`src/rtl/gpr_wb_arbiter_pkg.sv`:
```
// Shared widths, the FIFO entry layout and write-source encoding for the GPR writeback arbiter.
package gpr_wb_arbiter_pkg;

  localparam int REG_AW  = 5;
  localparam int DATA_W  = 32;
  localparam int ENTRY_W = REG_AW + DATA_W;

  localparam logic [REG_AW-1:0] REG_ZERO = 5'd0;

  typedef struct packed {
    logic [REG_AW-1:0] addr;
    logic [DATA_W-1:0] wd;
  } wb_entry_t;

  typedef enum logic [1:0] {
    SRC_NONE,
    SRC_A,
    SRC_B
  } wb_src_e;

  function automatic logic is_real_reg(input logic [REG_AW-1:0] r);
    return r != REG_ZERO;
  endfunction

endpackage

```
`src/rtl/gpr_wb_fifo.sv`:
```
// In-order buffer for long-latency results; show-ahead head so the arbiter can pop and
// forward the head entry in the same cycle.
module gpr_wb_fifo
  import gpr_wb_arbiter_pkg::*;
#(
  parameter int DEPTH = 4,
  localparam int PTR_W = $clog2(DEPTH)
) (
  input  logic               clk,
  input  logic               rst,
  input  logic               push,
  input  logic               pop,
  input  logic [ENTRY_W-1:0] din,
  output logic [ENTRY_W-1:0] dout,
  output logic               empty,
  output logic [PTR_W:0]     count
);

  localparam logic [PTR_W:0] FULL_CNT = (PTR_W + 1)'(DEPTH);

  logic [ENTRY_W-1:0] mem [DEPTH];
  logic [PTR_W-1:0]   wr_ptr_reg;
  logic [PTR_W-1:0]   rd_ptr_reg;
  logic [PTR_W:0]     count_reg;
  logic               full;
  logic               do_push;
  logic               do_pop;

  assign full    = (count_reg == FULL_CNT);
  assign empty   = (count_reg == '0);
  assign do_push = push && !full;
  assign do_pop  = pop && !empty;
  assign count   = count_reg;
  assign dout    = mem[rd_ptr_reg];

  // Storage needs no reset: only entries between the pointers are ever observed.
  always_ff @(posedge clk) begin
    if (do_push) begin
      mem[wr_ptr_reg] <= din;
    end
  end

  // DEPTH is a power of two, so the pointers wrap naturally.
  always_ff @(posedge clk or posedge rst) begin
    if (rst) begin
      wr_ptr_reg <= '0;
      rd_ptr_reg <= '0;
      count_reg  <= '0;
    end else begin
      if (do_push) wr_ptr_reg <= wr_ptr_reg + 1'b1;
      if (do_pop)  rd_ptr_reg <= rd_ptr_reg + 1'b1;
      case ({do_push, do_pop})
        2'b10:   count_reg <= count_reg + 1'b1;
        2'b01:   count_reg <= count_reg - 1'b1;
        default: count_reg <= count_reg;
      endcase
    end
  end

endmodule

```
`src/rtl/gpr_wb_arbiter.sv`:
```
// Merges pipeline writeback (port A, priority) and buffered long-latency results (port B)
// onto the single GPR write port, tracking which registers still await a port-B result.
module gpr_wb_arbiter
  import gpr_wb_arbiter_pkg::*;
#(
  parameter int DEPTH        = 4,
  parameter int STARVE_LIMIT = 8
) (
  input  logic        clk,
  input  logic        rst,
  input  logic        a_we,
  input  logic [4:0]  a_addr,
  input  logic [31:0] a_wd,
  input  logic        b_valid,
  input  logic [4:0]  b_addr,
  input  logic [31:0] b_wd,
  output logic        b_ready,
  input  logic        rsv_valid,
  input  logic [4:0]  rsv_addr,
  input  logic [4:0]  q_rs,
  input  logic [4:0]  q_rt,
  output logic        q_rs_busy,
  output logic        q_rt_busy,
  output logic        a_stall,
  output logic        waw_err,
  output logic        gpr_we,
  output logic [4:0]  gpr_addr,
  output logic [31:0] gpr_wd
);

  localparam int PTR_W = $clog2(DEPTH);
  localparam int CNT_W = $clog2(STARVE_LIMIT + 1);
  localparam logic [PTR_W:0] FULL_CNT = (PTR_W + 1)'(DEPTH);
  localparam logic [CNT_W-1:0] LIMIT  = CNT_W'(STARVE_LIMIT);

  logic [ENTRY_W-1:0] fifo_dout;
  logic               fifo_empty;
  logic [PTR_W:0]     fifo_count;
  wb_entry_t          head;
  wb_entry_t          b_entry;
  logic               a_eff;
  logic               push;
  logic               pop;
  wb_src_e            src;

  logic [31:0]        pending_reg, pending_next;
  logic [CNT_W-1:0]   starve_reg, starve_next;
  logic               a_stall_reg;
  logic               waw_reg, waw_next;
  logic               gpr_we_reg, gpr_we_next;
  logic [4:0]         gpr_addr_reg, gpr_addr_next;
  logic [31:0]        gpr_wd_reg, gpr_wd_next;

  assign a_eff   = a_we && is_real_reg(a_addr);
  assign b_ready = (fifo_count != FULL_CNT);
  assign push    = b_valid && b_ready;
  assign head    = wb_entry_t'(fifo_dout);
  assign b_entry = '{addr: b_addr, wd: b_wd};

  gpr_wb_fifo #(
    .DEPTH(DEPTH)
  ) u_fifo (
    .clk   (clk),
    .rst   (rst),
    .push  (push),
    .pop   (pop),
    .din   (b_entry),
    .dout  (fifo_dout),
    .empty (fifo_empty),
    .count (fifo_count)
  );

  // Port A always wins; port B drains only on cycles A leaves the write port free.
  always_comb begin
    src = SRC_NONE;
    if (a_eff) begin
      src = SRC_A;
    end else if (!fifo_empty) begin
      src = SRC_B;
    end
  end

  assign pop = (src == SRC_B);

  always_comb begin
    gpr_we_next   = 1'b0;
    gpr_addr_next = gpr_addr_reg;
    gpr_wd_next   = gpr_wd_reg;
    case (src)
      SRC_A: begin
        gpr_we_next   = 1'b1;
        gpr_addr_next = a_addr;
        gpr_wd_next   = a_wd;
      end
      SRC_B: begin
        // A result aimed at $0 still drains from the FIFO but never writes.
        if (is_real_reg(head.addr)) begin
          gpr_we_next   = 1'b1;
          gpr_addr_next = head.addr;
          gpr_wd_next   = head.wd;
        end
      end
      default: ;
    endcase
  end

  // Clear before set, so a same-cycle reservation of the register being drained survives.
  always_comb begin
    pending_next = pending_reg;
    if (pop) begin
      pending_next[head.addr] = 1'b0;
    end
    if (rsv_valid && is_real_reg(rsv_addr)) begin
      pending_next[rsv_addr] = 1'b1;
    end
    pending_next[0] = 1'b0;
  end

  always_comb begin
    starve_next = starve_reg;
    if (pop || fifo_empty) begin
      starve_next = '0;
    end else if (a_eff && starve_reg != LIMIT) begin
      starve_next = starve_reg + 1'b1;
    end
  end

  assign waw_next = waw_reg | (a_eff && pending_reg[a_addr]);

  always_ff @(posedge clk or posedge rst) begin
    if (rst) begin
      pending_reg  <= '0;
      starve_reg   <= '0;
      a_stall_reg  <= 1'b0;
      waw_reg      <= 1'b0;
      gpr_we_reg   <= 1'b0;
      gpr_addr_reg <= '0;
      gpr_wd_reg   <= '0;
    end else begin
      pending_reg  <= pending_next;
      starve_reg   <= starve_next;
      a_stall_reg  <= (starve_next >= LIMIT);
      waw_reg      <= waw_next;
      gpr_we_reg   <= gpr_we_next;
      gpr_addr_reg <= gpr_addr_next;
      gpr_wd_reg   <= gpr_wd_next;
    end
  end

  assign q_rs_busy = pending_reg[q_rs];
  assign q_rt_busy = pending_reg[q_rt];
  assign a_stall   = a_stall_reg;
  assign waw_err   = waw_reg;
  assign gpr_we    = gpr_we_reg;
  assign gpr_addr  = gpr_addr_reg;
  assign gpr_wd    = gpr_wd_reg;

endmodule

```
`config.mk`:
```
export PLATFORM = sky130hd
export DESIGN_NAME = gpr_wb_arbiter
export DESIGN_NICKNAME = d
export VERILOG_FILES = /design/src/rtl/gpr_wb_arbiter_pkg.sv /design/src/rtl/gpr_wb_fifo.sv /design/src/rtl/gpr_wb_arbiter.sv
export SDC_FILE = /design/constraint.sdc
export NUM_CORES = 1
export LEC_CHECK = 0
export ABC_CLOCK_PERIOD_IN_PS = 3230
export CAP_MARGIN = 20
export CORE_MARGIN = 5
export CORE_UTILIZATION = 55
export DETAILED_ROUTE_END_ITERATION = 10
export GPL_TIMING_DRIVEN = 0
export MAX_ROUTING_LAYER = met4
export PLACE_DENSITY = 0.8
export SLEW_MARGIN = 40
export SYNTH_ARGS = -nofsm -noshare
export SYNTH_HDL_FRONTEND = slang
export SYNTH_SLANG_ARGS = --single-unit
```
`constraint.sdc`:
```
create_clock -name clk -period 3.23 [get_ports clk]
set_input_delay 0.646 -clock clk [delete_from_list [all_inputs] [get_ports clk]]
set_output_delay 0.646 -clock clk [all_outputs]
set_load 0.005 [all_outputs]
```
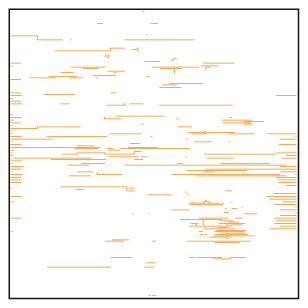
Figure 1: run 1, the metal 3 layer.
Scale: 2 px per um.
share of all routed wire = 8.5%
nets with wire on the layer = 161
wire length on this layer = 2100 um
main direction = horizontal
longest straight run = 53.8 um

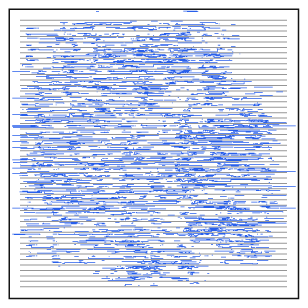
Figure 2: run 1, the metal 1 layer.
Scale: 2 px per um. Supply wires on this layer in gray.
main direction = horizontal
longest straight run = 39.6 um
nets with wire on the layer = 806
wire length on this layer = 9390 um

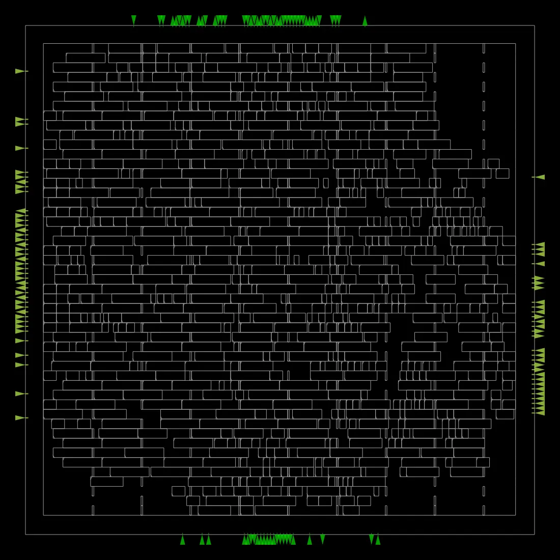
Figure 3: run 1, cell placement.
Seq cells: 229
end-of-flow core utilization: 0.6942

==> tab_implementation.tex, run 1 <==
% Auto-generated results table
\begin{tabular}{lr}
\hline
Metric & Value \\
\hline
\multicolumn{2}{l}{\textbf{Run status}} \\
Result of the run & finished clean \\
\multicolumn{2}{l}{\textbf{Route}} \\
Number of DRC violations after detailed-routing iteration 0 & 648 \\
Met1 routed wirelength after detailed routing & 9390 um \\
Vias & 6439 \\
Final ANT Viol Nets & 0 \\
Wire length per cell & 24.37 um \\
Detail-routed via count per cell & 6.331 \\
Routed wire length on met2 & 12620 um \\
Routed wire length & 24790 um \\
Remaining routing DRC violations & 0 \\
Top routing layer in use & met4 \\
Total iterations of the first detailed-routing run & 5 \\
Met3 routed wirelength & 2101 um \\
\multicolumn{2}{l}{\textbf{STA}} \\
Tightest slew margin relative to the limit & 0.5232 \\
Post-route minimum period & 3104 ps \\
Upper clock frequency limit & 0.3222 GHz \\
Layout Skew & 10.23 ps \\
Unrepaired setup endpoints after global routing & false \\
Count of final hold-check violations & 0 \\
Min Hold Slack & 521.5 ps \\
Setup total negative slack & 0 ps \\
Fin. max-slew vios & 0 \\
Setup-violating endpoint count in the final report & 0 \\
Worst-Margin Slew & 715.2 ps \\
Portion of the clock cycle consumed by the worst path in the final layout & 0.9609 \\
\multicolumn{2}{l}{\textbf{Finish}} \\
Multi-input combinational cell area & 3196 um2 \\
Clock buffer and inverter area fraction after layout & 0.06143 \\
Dominant logic cell type in the layout & sky130\_fd\_sc\_hd\_\_edfxtp\_1 \\
Non-clk buf share & 0.1277 \\
Antenna diode count & 1 \\
Logic share of the area & 0.2589 \\
Repair and plain buffers & 168 \\
Non-clock inverter count in the final layout & 12 \\
Area growth syn-to-layout & 25.32\% \\
Largest area class, layout & flip-flops and latches \\
Fill cell instance count of the final layout & 1137 \\
Number of logic gates & 337 \\
Seq/total area & 0.5243 \\
Dominant logic cell types in the final layout & sky130\_fd\_sc\_hd\_\_edfxtp\_1 (148), sky130\_fd\_sc\_hd\_\_clkdlybuf4s50\_1 (126), sky130\_fd\_sc\_hd\_\_o21ai\_0 (89) \\
Area used by sequential logic in the layout & 6471 um2 \\
Number of flip-flops under the largest register name & 148 \\
Final non-filler cell total & 1017 \\
Net total in the final layout & 873 \\
Ratio of cells with drive above 1 in the final layout & 0.1728 \\
Clk\_buf instances & 26 \\
\multicolumn{2}{l}{\textbf{Critical path}} \\
Data arrival at the endpoint of the critical path & 3450 ps \\
End of the worst register-to-register path & gpr\_wd[2]\$\_DFFE\_PP0P\_ \\
End point of the critical path & gpr\_wd[2]\$\_DFFE\_PP0P\_ \\
Max stage delay cell, worst path & sky130\_fd\_sc\_hd\_\_mux4\_1 \\
CP startpoint kind & register \\
Worst Path Required & 3580 ps \\
Cell chain of the critical path & mux4\_1 -> or3\_4 -> or4\_1 -> buf\_2 -> o21ai\_4 -> inv\_4 -> buf\_6 -> a2bb2oi\_1 \\
Critical Path Sink Type & register \\
Worst r2r src & u\_fifo.rd\_ptr\_reg[0]\$\_DFFE\_PP0P\_ \\
Cells on worst reg2reg path & 8 \\
Worst Path Max Fanout & 10 \\
Register-to-register setup slack & 130 ps \\
WP depth & 8 \\
Type of the worst setup path & reg -> reg \\
Critical path launch point & u\_fifo.rd\_ptr\_reg[0]\$\_DFFE\_PP0P\_ \\
CP delay by family, top & simple AND/OR/NAND/NOR gates \\
CP Buf/Inv Count & 3 \\
Longest individual stage delay on the worst path & 790 ps \\
\multicolumn{2}{l}{\textbf{GRT}} \\
Maximum number of pins on one net before global-route repair & 47 \\
Met1 Track Usage GR & 0.3192 \\
All-Layer GR Usage & 0.2495 \\
Congestion Overflow GR & 0 \\
Global routing usage on met2 & 0.4049 \\
Via count of the first global-routing pass & 7010 \\
Most Used Layer, Global Route & met2 \\
Global-route wire length before repair & 38310 um \\
Number of antenna violations at the first check in global routing & 1 \\
Met3 capacity usage during global routing & 0.05391 \\
\multicolumn{2}{l}{\textbf{Synth}} \\
Distinct cell type count of the synthesized netlist & 44 \\
YS chip area & 9849 um2 \\
Multiplexer share of the synthesized area & 0.1538 \\
Most used flip-flop cell & sky130\_fd\_sc\_hd\_\_edfxtp\_1 \\
Yosys top cell by instances & sky130\_fd\_sc\_hd\_\_edfxtp\_1 \\
Register bit count reported by yosys & 229 \\
Tally of yosys warning messages & 0 \\
Most common library cells after synthesis & sky130\_fd\_sc\_hd\_\_edfxtp\_1 (148), sky130\_fd\_sc\_hd\_\_o21ai\_0 (90), sky130\_fd\_sc\_hd\_\_dfrtp\_1 (81), sky130\_fd\_sc\_hd\_\_mux4\_2 (61), sky130\_fd\_sc\_hd\_\_or3\_1 (34) \\
Fraction of post-synthesis cell area in the top cell type by area & 0.4512 \\
Seq/Total Area, Yosys & 0.6570 \\
Net count after synthesis & 715 \\
Adders+Majority by Area & 0.01092 \\
Post-synthesis cell count & 613 \\
Post-synthesis simple-gate area fraction & 0.06072 \\
Dominant cell type by area after synthesis & sky130\_fd\_sc\_hd\_\_edfxtp\_1 \\
Average cell area after synthesis & 16.07 um2 \\
Post-Synthesis Cell Area & 9849 um2 \\
Number of synthesized flops with an enable pin & 148 \\
Dominant kind of combinational cell & multiplexers \\
AND-OR/OR-AND share of the synthesized area & 0.08905 \\
Async set or reset register ratio after synthesis & 0.3537 \\
Synth top area cells & sky130\_fd\_sc\_hd\_\_edfxtp\_1 (45\%), sky130\_fd\_sc\_hd\_\_dfrtp\_1 (21\%), sky130\_fd\_sc\_hd\_\_mux4\_2 (14\%) \\
XOR/XNOR share of the synthesized area & 0.007114 \\
Cell count in the Yosys report & 613 \\
\multicolumn{2}{l}{\textbf{Placement}} \\
Routability Congestion & 0.9716 \\
Number of I/O port buffers & 128 \\
Placed wire-length estimate & 16970 um \\
\# placed instances & 975 \\
\multicolumn{2}{l}{\textbf{Power}} \\
Clk pwr share & 0.244 \\
Net Switching & 3316 uW \\
LEAKAGE & 0.004385 uW \\
Flop pwr share & 0.416 \\
Power density of the placed cells & 882.3 nW/um2 \\
Worst vdd ir & 0.5064 mV \\
Share of total power in combinational logic & 0.340 \\
Cell-internal power & 7575 uW \\
Net switching share of the total power & 0.3045 \\
Total chip power & 10890 uW \\
\multicolumn{2}{l}{\textbf{Die}} \\
Floorplan-stage core utilization & 0.5540 \\
Well Taps & 229 \\
I/O pin total & 137 \\
Vertical die dimension & 143.8 um \\
Row Count & 49 \\
Die Area & 20680 um2 \\
Core Box Area & 17780 um2 \\
Die boundary width & 143.8 um \\
\multicolumn{2}{l}{\textbf{Clock tree}} \\
CTS max path bufs & 3 \\
Worst-path clk slew & 70 ps \\
Total clock buffers created by CTS & 23 \\
H-tree levels & 1 \\
Total of hold buffers inserted after clock tree synthesis & 0 \\
Library cell used as clock root buffer & sky130\_fd\_sc\_hd\_\_clkbuf\_16 \\
Source-to-sink clock delay at the later pin of the worst-skew pair & 500 ps \\
Clk sinks & 229 \\
Clock tree from TritonCTS & done \\
\multicolumn{2}{l}{\textbf{Hold path}} \\
Classification of the worst-slack hold path & in -> async \\
\multicolumn{2}{l}{\textbf{Run}} \\
Tool Warnings & 30 \\
\# Max-Cap Violations & 0 \\
\hline
\end{tabular}
[run 1: through the flow]
stage	area [um2]	setup WS (ps)	utilization
2_1_floorplan	9849	215.3	-
3_3_place_gp	11420	-808.1	0.6422
3_5_place_dp	11550	-583.5	0.6497
4_1_cts	12330	14.38	0.6935
5_1_grt	12340	5.919	0.6942
6_report	12340	126.3	0.6942
[run 1: power by group through the flow]
stage	clock network, uW	registers [uW]	logic (uW)
2_1_floorplan	0	4420	2240
3_3_place_gp	0	4500	3490
3_5_place_dp	0	4560	3690
4_1_cts	2700	4510	3710
5_1_grt	2810	4600	3990
6_report	2660	4530	3700
[run 1: repair_timing]
| item | 4_1_cts | 5_1_grt |
|---|---|---|
| setup buffers | 0 | 0 |
| resized | 13 | 4 |
| setup endpoints to repair | 34 | 12 |
| pin swaps | 0 | 1 |
Figure 4. M4 wires (run 1).
Scale: 2 px per um. Supply wires on this layer in gray.
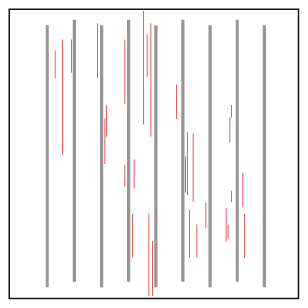

## Run 2: what changed since run 1
- GPL_TIMING_DRIVEN: 0 -> unset
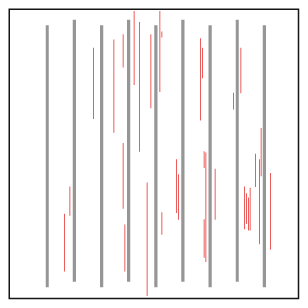
Figure 5: run 2, M4 wires.
Scale: 2 px per um. Supply wires on this layer in gray.
share of all routed wire = 3.5%
longest straight run = 64.6 um
wire length on this layer = 881 um
nets with wire on the layer = 24
routed wire length: 25300 um
vias: 6453

==> run 2 against run 1 <==
Compared with the run above:
- maximum frequency decreased by 1.2%
- synthesized cell count unchanged
- synthesized area unchanged
- core utilization increased by 0.60 points
- critical path depth decreased by 2
- via count increased by 0.22%
- wire length increased by 2.1%
- cell count increased by 0.29%
- first-iteration DRC count decreased by 11%
- clock-buffer cell count increased by 5
- non-clock buffer count increased by 2
- final area increased by 0.86%
- largest power group unchanged
==> tab_implementation.tex, run 2 <==
% Auto-generated results table
\begin{tabular}{lr}
\hline
Metric & Value \\
\hline
\multicolumn{2}{l}{\textbf{Run status}} \\
Result of the run & finished clean \\
\multicolumn{2}{l}{\textbf{Finish}} \\
Area growth syn-to-layout & 26.40\% \\
Clock buffer and inverter area fraction after layout & 0.06573 \\
Net total in the final layout & 875 \\
Largest area class, layout & flip-flops and latches \\
Dominant logic cell types in the final layout & sky130\_fd\_sc\_hd\_\_edfxtp\_1 (148), sky130\_fd\_sc\_hd\_\_clkdlybuf4s50\_1 (130), sky130\_fd\_sc\_hd\_\_o21ai\_0 (89) \\
Fill cell instance count of the final layout & 1165 \\
Ratio of cells with drive above 1 in the final layout & 0.1911 \\
Number of flip-flops under the largest register name & 148 \\
Seq/total area & 0.5200 \\
Logic share of the area & 0.2565 \\
Repair and plain buffers & 170 \\
Final non-filler cell total & 1020 \\
End-of-flow core utilization & 0.7002 \\
Multi-input combinational cell area & 3193 um2 \\
Non-clk buf share & 0.1307 \\
Clk\_buf instances & 31 \\
Antenna diode count & 1 \\
Number of logic gates & 337 \\
Final non-filler cell area & 12450 um2 \\
Dominant logic cell type in the layout & sky130\_fd\_sc\_hd\_\_edfxtp\_1 \\
\multicolumn{2}{l}{\textbf{Route}} \\
Top routing layer in use & met4 \\
Wire length per cell & 24.81 um \\
Remaining routing DRC violations & 0 \\
Number of DRC violations after detailed-routing iteration 0 & 575 \\
Routed wire length on met2 & 12680 um \\
Total iterations of the first detailed-routing run & 5 \\
Met3 routed wirelength & 1907 um \\
Final ANT Viol Nets & 0 \\
Met1 routed wirelength after detailed routing & 9833 um \\
\multicolumn{2}{l}{\textbf{GRT}} \\
All-Layer GR Usage & 0.2544 \\
Global routing usage on met2 & 0.4067 \\
Maximum number of pins on one net before global-route repair & 39 \\
Congestion Overflow GR & 0 \\
Met1 Track Usage GR & 0.3345 \\
Global-route wire length before repair & 38820 um \\
Met3 capacity usage during global routing & 0.04326 \\
\multicolumn{2}{l}{\textbf{Hold path}} \\
Classification of the worst-slack hold path & in -> async \\
\multicolumn{2}{l}{\textbf{STA}} \\
Min Hold Slack & 489.5 ps \\
Tightest slew margin relative to the limit & 0.6017 \\
Portion of the clock cycle consumed by the worst path in the final layout & 0.9729 \\
Count of final hold-check violations & 0 \\
Setup total negative slack & 0 ps \\
Min setup slack post-route & 87.53 ps \\
Setup-violating endpoint count in the final report & 0 \\
Unrepaired setup endpoints after global routing & false \\
Worst-Margin Slew & 597.4 ps \\
Upper clock frequency limit & 0.3182 GHz \\
\multicolumn{2}{l}{\textbf{Clock tree}} \\
H-tree levels & 1 \\
Total of hold buffers inserted after clock tree synthesis & 0 \\
Clk sinks & 229 \\
CTS max path bufs & 3 \\
Library cell used as clock root buffer & sky130\_fd\_sc\_hd\_\_clkbuf\_16 \\
Post-CTS Setup Inserts & 1 \\
Clock tree from TritonCTS & done \\
Worst-path clk slew & 60 ps \\
\multicolumn{2}{l}{\textbf{Die}} \\
Core Box Area & 17780 um2 \\
Floorplan-stage core utilization & 0.5540 \\
Die Area & 20680 um2 \\
Row Count & 49 \\
Die boundary width & 143.8 um \\
I/O pin total & 137 \\
\multicolumn{2}{l}{\textbf{Critical path}} \\
Max stage delay cell, worst path & sky130\_fd\_sc\_hd\_\_mux4\_2 \\
Longest individual stage delay on the worst path & 510 ps \\
Worst r2r src & u\_fifo.rd\_ptr\_reg[0]\$\_DFFE\_PP0P\_ \\
Critical Path Sink Type & primary output \\
End point of the critical path & q\_rt\_busy \\
WP depth & 6 \\
Critical path launch point & q\_rt[0] \\
Cells on worst reg2reg path & 6 \\
Worst Path Max Fanout & 7 \\
End of the worst register-to-register path & gpr\_wd[26]\$\_DFFE\_PP0P\_ \\
Data arrival at the endpoint of the critical path & 2500 ps \\
Cell chain of the critical path & dlygate4sd2\_1 -> buf\_6 -> mux4\_2 -> mux4\_2 -> mux2\_2 -> clkdlybuf4s15\_1 \\
\multicolumn{2}{l}{\textbf{Synth}} \\
YS chip area & 9849 um2 \\
Seq/Total Area, Yosys & 0.6570 \\
Yosys top cell by instances & sky130\_fd\_sc\_hd\_\_edfxtp\_1 \\
Post-synthesis simple-gate area fraction & 0.06072 \\
Dominant cell type by area after synthesis & sky130\_fd\_sc\_hd\_\_edfxtp\_1 \\
Post-synthesis cell count & 613 \\
Tally of yosys warning messages & 0 \\
Multiplexer share of the synthesized area & 0.1538 \\
Async set or reset register ratio after synthesis & 0.3537 \\
Synth top area cells & sky130\_fd\_sc\_hd\_\_edfxtp\_1 (45\%), sky130\_fd\_sc\_hd\_\_dfrtp\_1 (21\%), sky130\_fd\_sc\_hd\_\_mux4\_2 (14\%) \\
Dominant kind of combinational cell & multiplexers \\
AND-OR/OR-AND share of the synthesized area & 0.08905 \\
Post-Synthesis Cell Area & 9849 um2 \\
Adders+Majority by Area & 0.01092 \\
XOR/XNOR share of the synthesized area & 0.007114 \\
Fraction of post-synthesis cell area in the top cell type by area & 0.4512 \\
Most used flip-flop cell & sky130\_fd\_sc\_hd\_\_edfxtp\_1 \\
Cell count in the Yosys report & 613 \\
Register bit count reported by yosys & 229 \\
\multicolumn{2}{l}{\textbf{Power}} \\
Clk pwr share & 0.258 \\
Flop pwr share & 0.418 \\
Total chip power & 11110 uW \\
Power of the combinational group & 3600 uW \\
Net Switching & 3353 uW \\
Cell-internal power & 7761 uW \\
LEAKAGE & 0.004492 uW \\
Sequential Power & 4640 uW \\
Share of total power in combinational logic & 0.324 \\
Net switching share of the total power & 0.3017 \\
Clock-net power & 2870 uW \\
Power density of the placed cells & 892.7 nW/um2 \\
Worst vdd ir & 0.5831 mV \\
\multicolumn{2}{l}{\textbf{Run}} \\
Tool Warnings & 30 \\
\multicolumn{2}{l}{\textbf{Placement}} \\
Placed wire-length estimate & 16510 um \\
Placed inst area & 11620 um2 \\
Routability Congestion & 1.017 \\
\hline
\end{tabular}
[run 2: worst min-delay path by stage]
stage	start	to	slack [ps]
4_1_cts	rst	gpr_addr[0]$_DFFE_PP0P_	500
2_1_floorplan	gpr_addr[4]$_DFFE_PP0P_	gpr_addr[4]$_DFFE_PP0P_	470
3_3_place_gp	gpr_addr[4]$_DFFE_PP0P_	gpr_addr[4]$_DFFE_PP0P_	470
5_1_grt	gpr_addr[4]$_DFFE_PP0P_	gpr_addr[4]$_DFFE_PP0P_	520
3_5_place_dp	gpr_addr[4]$_DFFE_PP0P_	gpr_addr[4]$_DFFE_PP0P_	490
6_report	rst	gpr_addr[0]$_DFFE_PP0P_	490
Figure 6. The metal 2 layer (run 2).
Scale: 2 px per um.
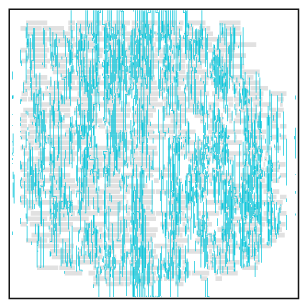

## Run 3: what changed since run 2
- PLACE_DENSITY: 0.8 -> unset
- PLACE_DENSITY_LB_ADDON: unset -> 0.1
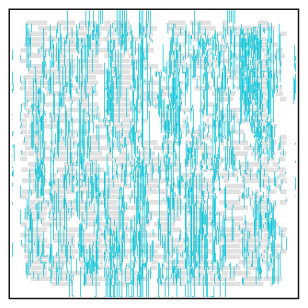
Figure 7: run 3, the metal 2 layer.
Scale: 2 px per um.
longest straight run = 68.3 um
share of all routed wire = 51%
wire length on this layer = 12200 um
main direction = vertical

==> run 3 against run 2 <==
Compared with the run above:
- wire length shrank 4.6%
- clock skew shrank 4.5 ps
- non-clock buffer count shrank 1
- maximum frequency grew 3.5%
- combinational power shrank 2%
- synthesized cell count is the same
- via count shrank 3.0%
- flip-flop count is the same
- die area is the same
- register-to-register slack lost 20 ps
- worst setup slack gained 110 ps
- global-route usage shrank 0.76 points
- critical path type unchanged
==> tab_implementation.tex, run 3 <==
% Auto-generated results table
\begin{tabular}{lr}
\hline
Metric & Value \\
\hline
\multicolumn{2}{l}{\textbf{Route}} \\
Wire length per cell & 23.69 um \\
Met1 routed wirelength after detailed routing & 9704 um \\
Detail-routed via count per cell & 6.144 \\
Routed wire length & 24140 um \\
Top routing layer in use & met4 \\
Total iterations of the first detailed-routing run & 5 \\
Number of DRC violations after detailed-routing iteration 0 & 393 \\
Routed wire length on met2 & 12200 um \\
Remaining routing DRC violations & 0 \\
Met3 routed wirelength & 1526 um \\
Vias & 6261 \\
\multicolumn{2}{l}{\textbf{Power}} \\
Power density of the placed cells & 900.0 nW/um2 \\
LEAKAGE & 0.004550 uW \\
Total chip power & 11290 uW \\
\multicolumn{2}{l}{\textbf{STA}} \\
Layout Skew & 13.74 ps \\
Unrepaired setup endpoints after global routing & false \\
Setup-violating endpoint count in the final report & 0 \\
Count of final hold-check violations & 0 \\
Tightest slew margin relative to the limit & 0.5948 \\
Fin. max-slew vios & 0 \\
Worst-Margin Slew & 607.0 ps \\
Post-route minimum period & 3035 ps \\
Min Hold Slack & 498.9 ps \\
Upper clock frequency limit & 0.3295 GHz \\
\multicolumn{2}{l}{\textbf{Synth}} \\
Number of synthesized flops with an enable pin & 148 \\
Adders+Majority by Area & 0.01092 \\
YS chip area & 9849 um2 \\
XOR/XNOR share of the synthesized area & 0.007114 \\
Fraction of post-synthesis cell area in the top cell type by area & 0.4512 \\
Seq/Total Area, Yosys & 0.6570 \\
Yosys top cell by instances & sky130\_fd\_sc\_hd\_\_edfxtp\_1 \\
Dominant cell type by area after synthesis & sky130\_fd\_sc\_hd\_\_edfxtp\_1 \\
Tally of yosys warning messages & 0 \\
Register bit count reported by yosys & 229 \\
Distinct cell type count of the synthesized netlist & 44 \\
Dominant kind of combinational cell & multiplexers \\
Post-synthesis cell count & 613 \\
Multiplexer share of the synthesized area & 0.1538 \\
Most common library cells after synthesis & sky130\_fd\_sc\_hd\_\_edfxtp\_1 (148), sky130\_fd\_sc\_hd\_\_o21ai\_0 (90), sky130\_fd\_sc\_hd\_\_dfrtp\_1 (81), sky130\_fd\_sc\_hd\_\_mux4\_2 (61), sky130\_fd\_sc\_hd\_\_or3\_1 (34) \\
Net count after synthesis & 715 \\
Post-synthesis simple-gate area fraction & 0.06072 \\
Most used flip-flop cell & sky130\_fd\_sc\_hd\_\_edfxtp\_1 \\
Average cell area after synthesis & 16.07 um2 \\
\multicolumn{2}{l}{\textbf{Hold path}} \\
Terminating pin of the worst hold path & gpr\_addr[4]\$\_DFFE\_PP0P\_ \\
Classification of the worst-slack hold path & reg -> reg \\
Hold path startpoint & gpr\_addr[4]\$\_DFFE\_PP0P\_ \\
\multicolumn{2}{l}{\textbf{Placement}} \\
Placed wire-length estimate & 15580 um \\
Placed inst area & 11630 um2 \\
Routability Congestion & 0.9894 \\
Setup slack after placement & -428.2 ps \\
Number of I/O port buffers & 136 \\
\# placed instances & 974 \\
\multicolumn{2}{l}{\textbf{Critical path}} \\
Worst Path Max Fanout & 8 \\
Register-to-register setup slack & 390 ps \\
Critical Path Sink Type & primary output \\
Worst r2r src & u\_fifo.rd\_ptr\_reg[1]\$\_DFFE\_PP0P\_ \\
Data arrival at the endpoint of the critical path & 2390 ps \\
CP startpoint kind & input pin \\
Max stage delay cell, worst path & sky130\_fd\_sc\_hd\_\_mux4\_2 \\
End of the worst register-to-register path & gpr\_wd[11]\$\_DFFE\_PP0P\_ \\
Worst Path Required & 2580 ps \\
Type of the worst setup path & in -> out \\
Cell chain of the critical path & dlygate4sd2\_1 -> buf\_6 -> mux4\_2 -> mux4\_2 -> mux2\_4 -> buf\_2 \\
\multicolumn{2}{l}{\textbf{Run status}} \\
Result of the run & finished clean \\
\multicolumn{2}{l}{\textbf{Finish}} \\
Antenna diode count & 0 \\
Repair and plain buffers & 169 \\
Number of flip-flops under the largest register name & 148 \\
Dominant logic cell types in the final layout & sky130\_fd\_sc\_hd\_\_edfxtp\_1 (148), sky130\_fd\_sc\_hd\_\_clkdlybuf4s50\_1 (130), sky130\_fd\_sc\_hd\_\_o21ai\_0 (89) \\
Final non-filler cell area & 12550 um2 \\
Area used by sequential logic in the layout & 6474 um2 \\
Logic share of the area & 0.2545 \\
Area growth syn-to-layout & 27.39\% \\
Number of logic gates & 337 \\
Clock buffer and inverter area fraction after layout & 0.07190 \\
Dominant logic cell type in the layout & sky130\_fd\_sc\_hd\_\_edfxtp\_1 \\
Seq cells & 229 \\
Non-clock inverter count in the final layout & 12 \\
Clk\_buf instances & 28 \\
Largest area class, layout & flip-flops and latches \\
\multicolumn{2}{l}{\textbf{Clock tree}} \\
Clk sinks & 229 \\
Total clock buffers created by CTS & 24 \\
H-tree levels & 1 \\
Source-to-sink clock delay at the later pin of the worst-skew pair & 510 ps \\
Clock tree from TritonCTS & done \\
CTS max path bufs & 3 \\
Library cell used as clock root buffer & sky130\_fd\_sc\_hd\_\_clkbuf\_16 \\
Total of hold buffers inserted after clock tree synthesis & 0 \\
Worst-path clk slew & 60 ps \\
\multicolumn{2}{l}{\textbf{Die}} \\
I/O pin total & 137 \\
Floorplan-stage core utilization & 0.5540 \\
Die Area & 20680 um2 \\
Vertical die dimension & 143.8 um \\
Core Box Area & 17780 um2 \\
Die boundary width & 143.8 um \\
Row Count & 49 \\
Well Taps & 229 \\
\multicolumn{2}{l}{\textbf{GRT}} \\
All-Layer GR Usage & 0.2468 \\
Number of antenna violations at the first check in global routing & 0 \\
Via count of the first global-routing pass & 6743 \\
Met3 capacity usage during global routing & 0.03328 \\
Global routing usage on met2 & 0.3974 \\
Maximum number of pins on one net before global-route repair & 54 \\
Global-route wire length before repair & 37560 um \\
Most Used Layer, Global Route & met2 \\
\multicolumn{2}{l}{\textbf{Run}} \\
\# Max-Cap Violations & 0 \\
Tool Warnings & 30 \\
\hline
\end{tabular}
[run 3: cell counts after synthesis]
Identical to the previous run, type by type.
[run 3: worst max-delay path by stage]
| stage | startpoint | to | cells past startpoint |
|---|---|---|---|
| global placement | q_rs[0] | q_rs_busy | 6 |
| global route | q_rs[0] | q_rs_busy | 6 |
| detailed placement | q_rs[0] | q_rs_busy | 6 |
| finish | q_rs[0] | q_rs_busy | 6 |
| CTS | q_rt[1] | q_rt_busy | 5 |
| floorplan | a_addr[1] | u_fifo.count[1]$_DFFE_PP0P_ | 7 |
[run 3: report_power, final]
group          internal, uW  switching [uW]  leakage [uW]
sequential             4020             628       0.00231
combinational          1960            1570       0.00180
clock                  2010            1100      0.000444
[run 3: worst max-delay path: cells and delay by family]
family | cells | cell delay [ps]
mux | 3 | 1260
buf+inv | 3 | 480
Power and IR drop assume default switching activity.
